<file path="src/rtl/shift_pkg.sv">
// Shared types and constants for the shift issue stage and its mask generator.
package shift_pkg;

  localparam int N_W = 16;
  localparam int C_W = 4;

  typedef enum logic [1:0] {
    OP_ROL = 2'b00,
    OP_SLL = 2'b01,
    OP_ROR = 2'b10,
    OP_SHR = 2'b11
  } op_e;

  typedef struct packed {
    logic [N_W-1:0] data;
    logic [C_W-1:0] cnt;
    op_e            op;
    logic           arith;
  } a_payload_t;

endpackage

</file>
<file path="src/rtl/shift_mask_gen.sv">
// Keep mask and fill value that turn a left-rotate result into SLL/SRL/SRA.
// Bits where keep is 0 are replaced by the matching fill bit.
module shift_mask_gen
  import shift_pkg::*;
(
  input  op_e            op,
  input  logic           arith,
  input  logic [C_W-1:0] cnt,
  input  logic           sign,
  output logic [N_W-1:0] keep,
  output logic [N_W-1:0] fill
);

  localparam logic [N_W-1:0] ONES = '1;

  // cnt = 0 yields ONES in both shift cases, so no special-casing is needed
  always_comb begin
    keep = ONES;
    fill = '0;
    case (op)
      OP_SLL: keep = ONES << cnt;
      OP_SHR: begin
        keep = ONES >> cnt;
        if (arith) fill = {N_W{sign}};
      end
      default: ;
    endcase
  end

endmodule

</file>
<file path="src/rtl/shift_issue_stage.sv">
// Two-stage valid/ready front end for an external 16-bit left rotator.
// Optional build macro SHIFT_ISSUE_STATS_EN adds stat_ops/stat_stalls counters and stat_clr.
module shift_issue_stage
  import shift_pkg::*;
#(
  parameter int N = N_W,
  parameter int C = C_W
) (
  input  logic         clk,
  input  logic         rst_n,
  input  logic         in_valid,
  output logic         in_ready,
  input  logic [N-1:0] in_data,
  input  logic [C-1:0] in_cnt,
  input  logic [1:0]   in_op,
  input  logic         in_arith,
  output logic [N-1:0] rot_in,
  output logic [C-1:0] rot_cnt,
  input  logic [N-1:0] rot_out,
  output logic         out_valid,
  input  logic         out_ready,
  output logic [N-1:0] out_data
`ifdef SHIFT_ISSUE_STATS_EN
  ,
  input  logic         stat_clr,
  output logic [15:0]  stat_ops,
  output logic [15:0]  stat_stalls
`endif
);

  a_payload_t     a_q;
  logic           a_valid;
  logic           b_ready;
  logic           in_fire;
  logic [N_W-1:0] keep;
  logic [N_W-1:0] fill;
  logic [N_W-1:0] masked;

  assign b_ready  = !out_valid || out_ready;
  assign in_ready = !a_valid || b_ready;
  assign in_fire  = in_valid && in_ready;

  assign rot_in = a_q.data;
  // Right-going ops rotate left by (16 - k) mod 16, i.e. the 4-bit negation of k
  assign rot_cnt = (a_q.op inside {OP_ROL, OP_SLL}) ? a_q.cnt : -a_q.cnt;

  shift_mask_gen u_mask (
    .op    (a_q.op),
    .arith (a_q.arith),
    .cnt   (a_q.cnt),
    .sign  (a_q.data[N_W-1]),
    .keep  (keep),
    .fill  (fill)
  );

  assign masked = (rot_out & keep) | (fill & ~keep);

  always_ff @(posedge clk or negedge rst_n) begin
    if (!rst_n) begin
      a_valid <= 1'b0;
      a_q     <= '0;
    end else if (in_fire) begin
      a_valid <= 1'b1;
      a_q     <= '{data: in_data, cnt: in_cnt, op: op_e'(in_op), arith: in_arith};
    end else if (b_ready) begin
      a_valid <= 1'b0;
    end
  end

  always_ff @(posedge clk or negedge rst_n) begin
    if (!rst_n) begin
      out_valid <= 1'b0;
      out_data  <= '0;
    end else if (b_ready) begin
      out_valid <= a_valid;
      if (a_valid) out_data <= masked;
    end
  end

`ifdef SHIFT_ISSUE_STATS_EN
  always_ff @(posedge clk or negedge rst_n) begin
    if (!rst_n) begin
      stat_ops    <= '0;
      stat_stalls <= '0;
    end else if (stat_clr) begin
      stat_ops    <= '0;
      stat_stalls <= '0;
    end else begin
      if (out_valid && out_ready && stat_ops != 16'hFFFF) stat_ops <= stat_ops + 16'd1;
      if (out_valid && !out_ready && stat_stalls != 16'hFFFF) stat_stalls <= stat_stalls + 16'd1;
    end
  end
`endif

endmodule

</file>
<file path="config.mk">
export PLATFORM = sky130hd
export DESIGN_NAME = shift_issue_stage
export DESIGN_NICKNAME = d
export VERILOG_FILES = /design/src/rtl/shift_pkg.sv /design/src/rtl/shift_mask_gen.sv /design/src/rtl/shift_issue_stage.sv
export SDC_FILE = /design/constraint.sdc
export NUM_CORES = 1
export LEC_CHECK = 0
export ABC_AREA = 1
export CAP_MARGIN = 20
export CORE_UTILIZATION = 45
export CTS_CLUSTER_DIAMETER = 150
export DETAILED_ROUTE_END_ITERATION = 10
export PLACE_DENSITY = 0.8
export SYNTH_ARGS = -nofsm -noshare
export SYNTH_HDL_FRONTEND = slang
export SYNTH_HIERARCHICAL = 1
export SYNTH_SLANG_ARGS = --single-unit
</file>
<file path="constraint.sdc">
create_clock -name clk -period 2.8 [get_ports clk]
set_input_delay 0.56 -clock clk [delete_from_list [all_inputs] [get_ports clk]]
set_output_delay 0.56 -clock clk [all_outputs]
set_load 0.05 [all_outputs]
</file>
==> deck_impl_summary.md <==
Run Summary

Placed design
  – RD Place Congestion: roughly 0.83
  – Dpl ws: 0.407 ns
  – Inst Count DP: between 400 and 500
  – DP HPWL: 3.60 mm

Detailed routing
  – Post-route ant nets: 0
  – # DRC: 0
  – Top routing layer used: met4
  – Drt via density: around 4.5
  – Drt first pass iters: 4
  – Wl on met1: between 2 and 2.5 mm
  – DR WL met2: 2.28 mm
  – Number of DRC markers in iteration 0: 66

Setup path
  – Critical path's slowest cell: clkdlybuf4s50_1
  – CP Depth: 6
  – Critical Path AT: 2.00 ns
  – CP Launch Point: a_q[5]
  – CP max FO: 7
  – Reg2reg start: a_q[2]
  – Crit path capture type: output pin
  – Reg2reg end: out_data[13]
  – R2r setup slk: 1.06 ns
  – Critical path's top delay family: buffers and inverters
  – Worst path max stage delay: around 0.80 ns
  – Most used cell, CP: nand2_1
  – Worst Setup EP: rot_cnt[3]
  – Crit path cell chain: nor2_1 -> nand2_1 -> nand2_1 -> nand2_1 -> nand2_1 -> clkdlybuf4s50_1
  – Worst path required time: 2.24 ns
  – R2R depth: 7
  – CP bufs+invs: 1

Run status
  – Outcome: complete, no violations

Layout
  – FF/Latch Area: between 1000 and 1500 um^2
  – Most common logic cells in the final layout: 156 x nand2_1, 76 x clkdlybuf4s50_1, 41 x dfrtp_1
  – Clk cell area share: roughly 3.3%
  – Nets@finish: 443
  – Signal buffers: between 80 and 90
  – # clk buffers: 5
  – Dominant kind of cell: sequential cells
  – Inverters: between 40 and 50
  – Comb_multi_in: around 230
  – Post-Layout Inst Area: around 3200 um^2
  – Area of the multi-input gates: about 980 um^2
  – Flop count: 41
  – Layout cell share with drive strength beyond 1: 5.26%
  – Filler cells: roughly 500
  – Antenna Cells: 0
  – Final core utilization: around 60%

STA
  – Setup_tns: 0 ns
  – Post-layout minimum cycle time: roughly 2.6 ns
  – RSZ-0062 raised after global routing: false
  – Skew final: around 0.0028 ns
  – Rel. slew slack: ~40%
  – Worst-margin pin slew: 0.888 ns
  – Hold_ws: between 0.3 and 0.4 ns
  – Slew Limit Fails: 0
  – Final setup violation count: 0
  – Final worst slack: ~0.24 ns

Synth
  – Synthesis Warnings: 6
  – Main flop type after synthesis: dfrtp_1
  – Aoi share: under 10%
  – Top-area cell share: 41.4%
  – Xor+xnor area frac: less than 1%
  – Ys flops: ~41
  – Biggest area consumer among synthesized cells: dfrtp_1
  – Post-synthesis cell type count: 17
  – Cells after synthesis: roughly 350
  – Yosys chip area: ~2500 um^2
  – Top cells, area: dfrtp_1 41%, nand2_1 24%, buf_4 10%, nand3_1 6.3%, inv_1 5.8%
  – Synthesized area per cell: 7.05 um^2
  – Ys async rst share: 100%
  – Mux share: 0%
  – Yosys simple share: between 30% and 40%
  – Sequential fraction of the synthesis area: between 40% and 50%
  – Ys cells: about 350

Power
  – Comb group: approximately 1.1 mW
  – Pint: around 1.3 mW
  – Sequential group power: 0.804 mW
  – Peak supply drop: 0.329 mV
  – Switching fraction of total power: between 40 and 50%
  – Overall Power: between 2 and 2.5 mW
  – Power per Cell Area: roughly 730 nW/um^2
  – Part of the power in combinational logic: 45.6%
  – Net Sw Power: around 1.0 mW
  – Largest Pwr Group: combinational cells
  – Sequential Power Share: between 30% and 40%

Global routing
  – Vias in the first global route: 1,993
  – Met3 usage: under 10%
  – M2 GR Usage: 30.6%
  – Initial antenna violation count: 0
  – Met1 Track Usage GR: around a quarter
  – Largest net degree at the start of global routing: 42
  – GRT overflow: 0
  – First-pass GRT wire length: ~8.8 mm

Clock tree
  – CTS clk-pin slew, worst paths: approximately 0.070 ns
  – TritonCTS Buffers: 5
  – CTS resizes: 0
  – Depth of the CTS H-tree: 2
  – Clock root cell: clkbuf_8
  – CTS tree: yes
  – Clock buffer depth: 2
  – Number of hold buffers added after cts: 0
  – Postcts setup bufs: 0
  – Clock Sinks: 41
  – Latency at later pin: 0.29 ns

Hold path
  – Min-delay worst type: primary input to async pin

Die
  – Row count: 26
  – Die W: roughly 76 um
  – Core ar.: about 5200 um^2
  – TAP cells: approximately 70
  – # IOs: 81
  – Initial Util: between 40% and 50%

Run
  – Max Cap Violations: 0
  – Tool warning count: 26
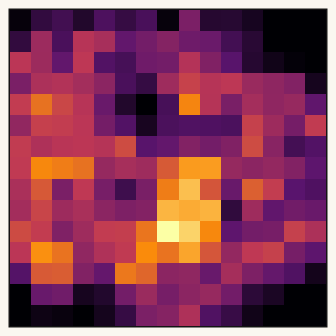
(signal metal coverage by tile)
The die is cut into 15 by 15 equal tiles; black is low, pale yellow is high, scaled to the fullest tile. Values are wire area over tile area, all layers added.
fullest tile: 0.40
tiles over half the peak: 24%
nearly empty tiles: 8.4%
mean over tiles: 0.14
emptiest ninth of the die: top right
final WL: 5.03 mm
Vias: 2,132
wire per inst: 10.7 um
Total GRT Usage: 18.9%

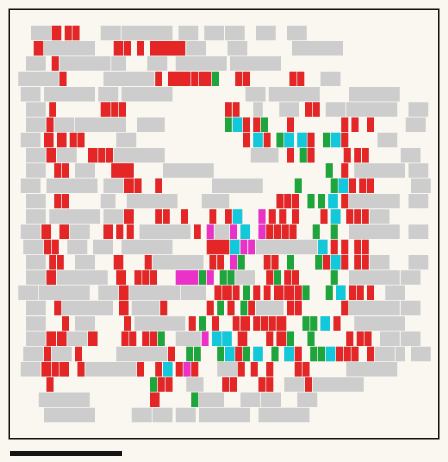
(logic cells by family)
The bar under the picture is 20 um long.
| color | family | cells | most used |
|---|---|---|---|
| cyan | aoi and oai cells | 22 | o21ai_0 |
| magenta | nor cells | 11 | nor2_1 |
| green | inv cells | 41 | inv_1 |
| red | nand cells | 192 | nand2_1 |
Finished Layout Cells: 469
combinational share of cell area: 30.7%
most instantiated logic cell after routing: nand2_1

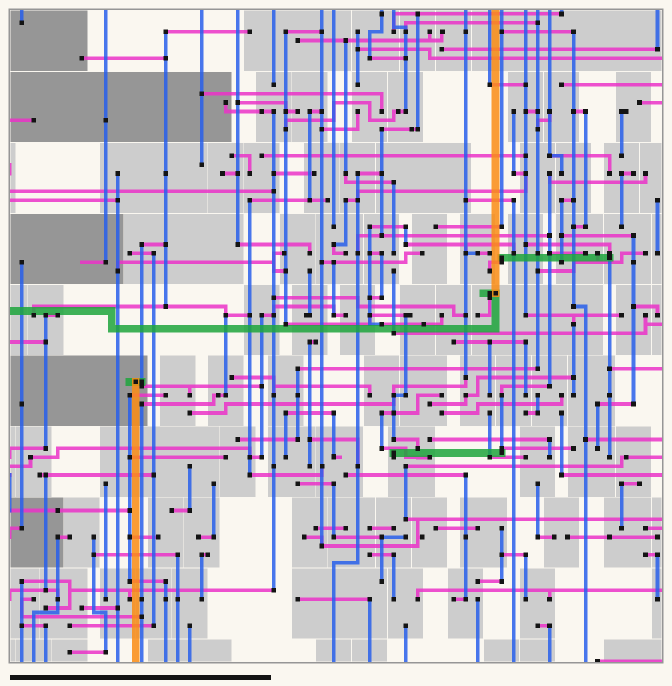
(close-up of the layout)
The bar under the picture is 10 um long. Region (26, 10) to (51, 35) um. Cells in gray, sequential cells in the stronger gray; small squares are vias.
| color | layer |
|---|---|
| green | M3 |
| magenta | M1 |
| blue | M2 |
| orange | M4 |
cells with their middle in the window: 78
most frequent: nand2_1 (31), inv_1 (15), nand3_1 (7)
netlist names of flops here include: `a_q` (2)
sequential cells in the window: 2

No activity file was given, so power comes from the tool's default toggle rates.
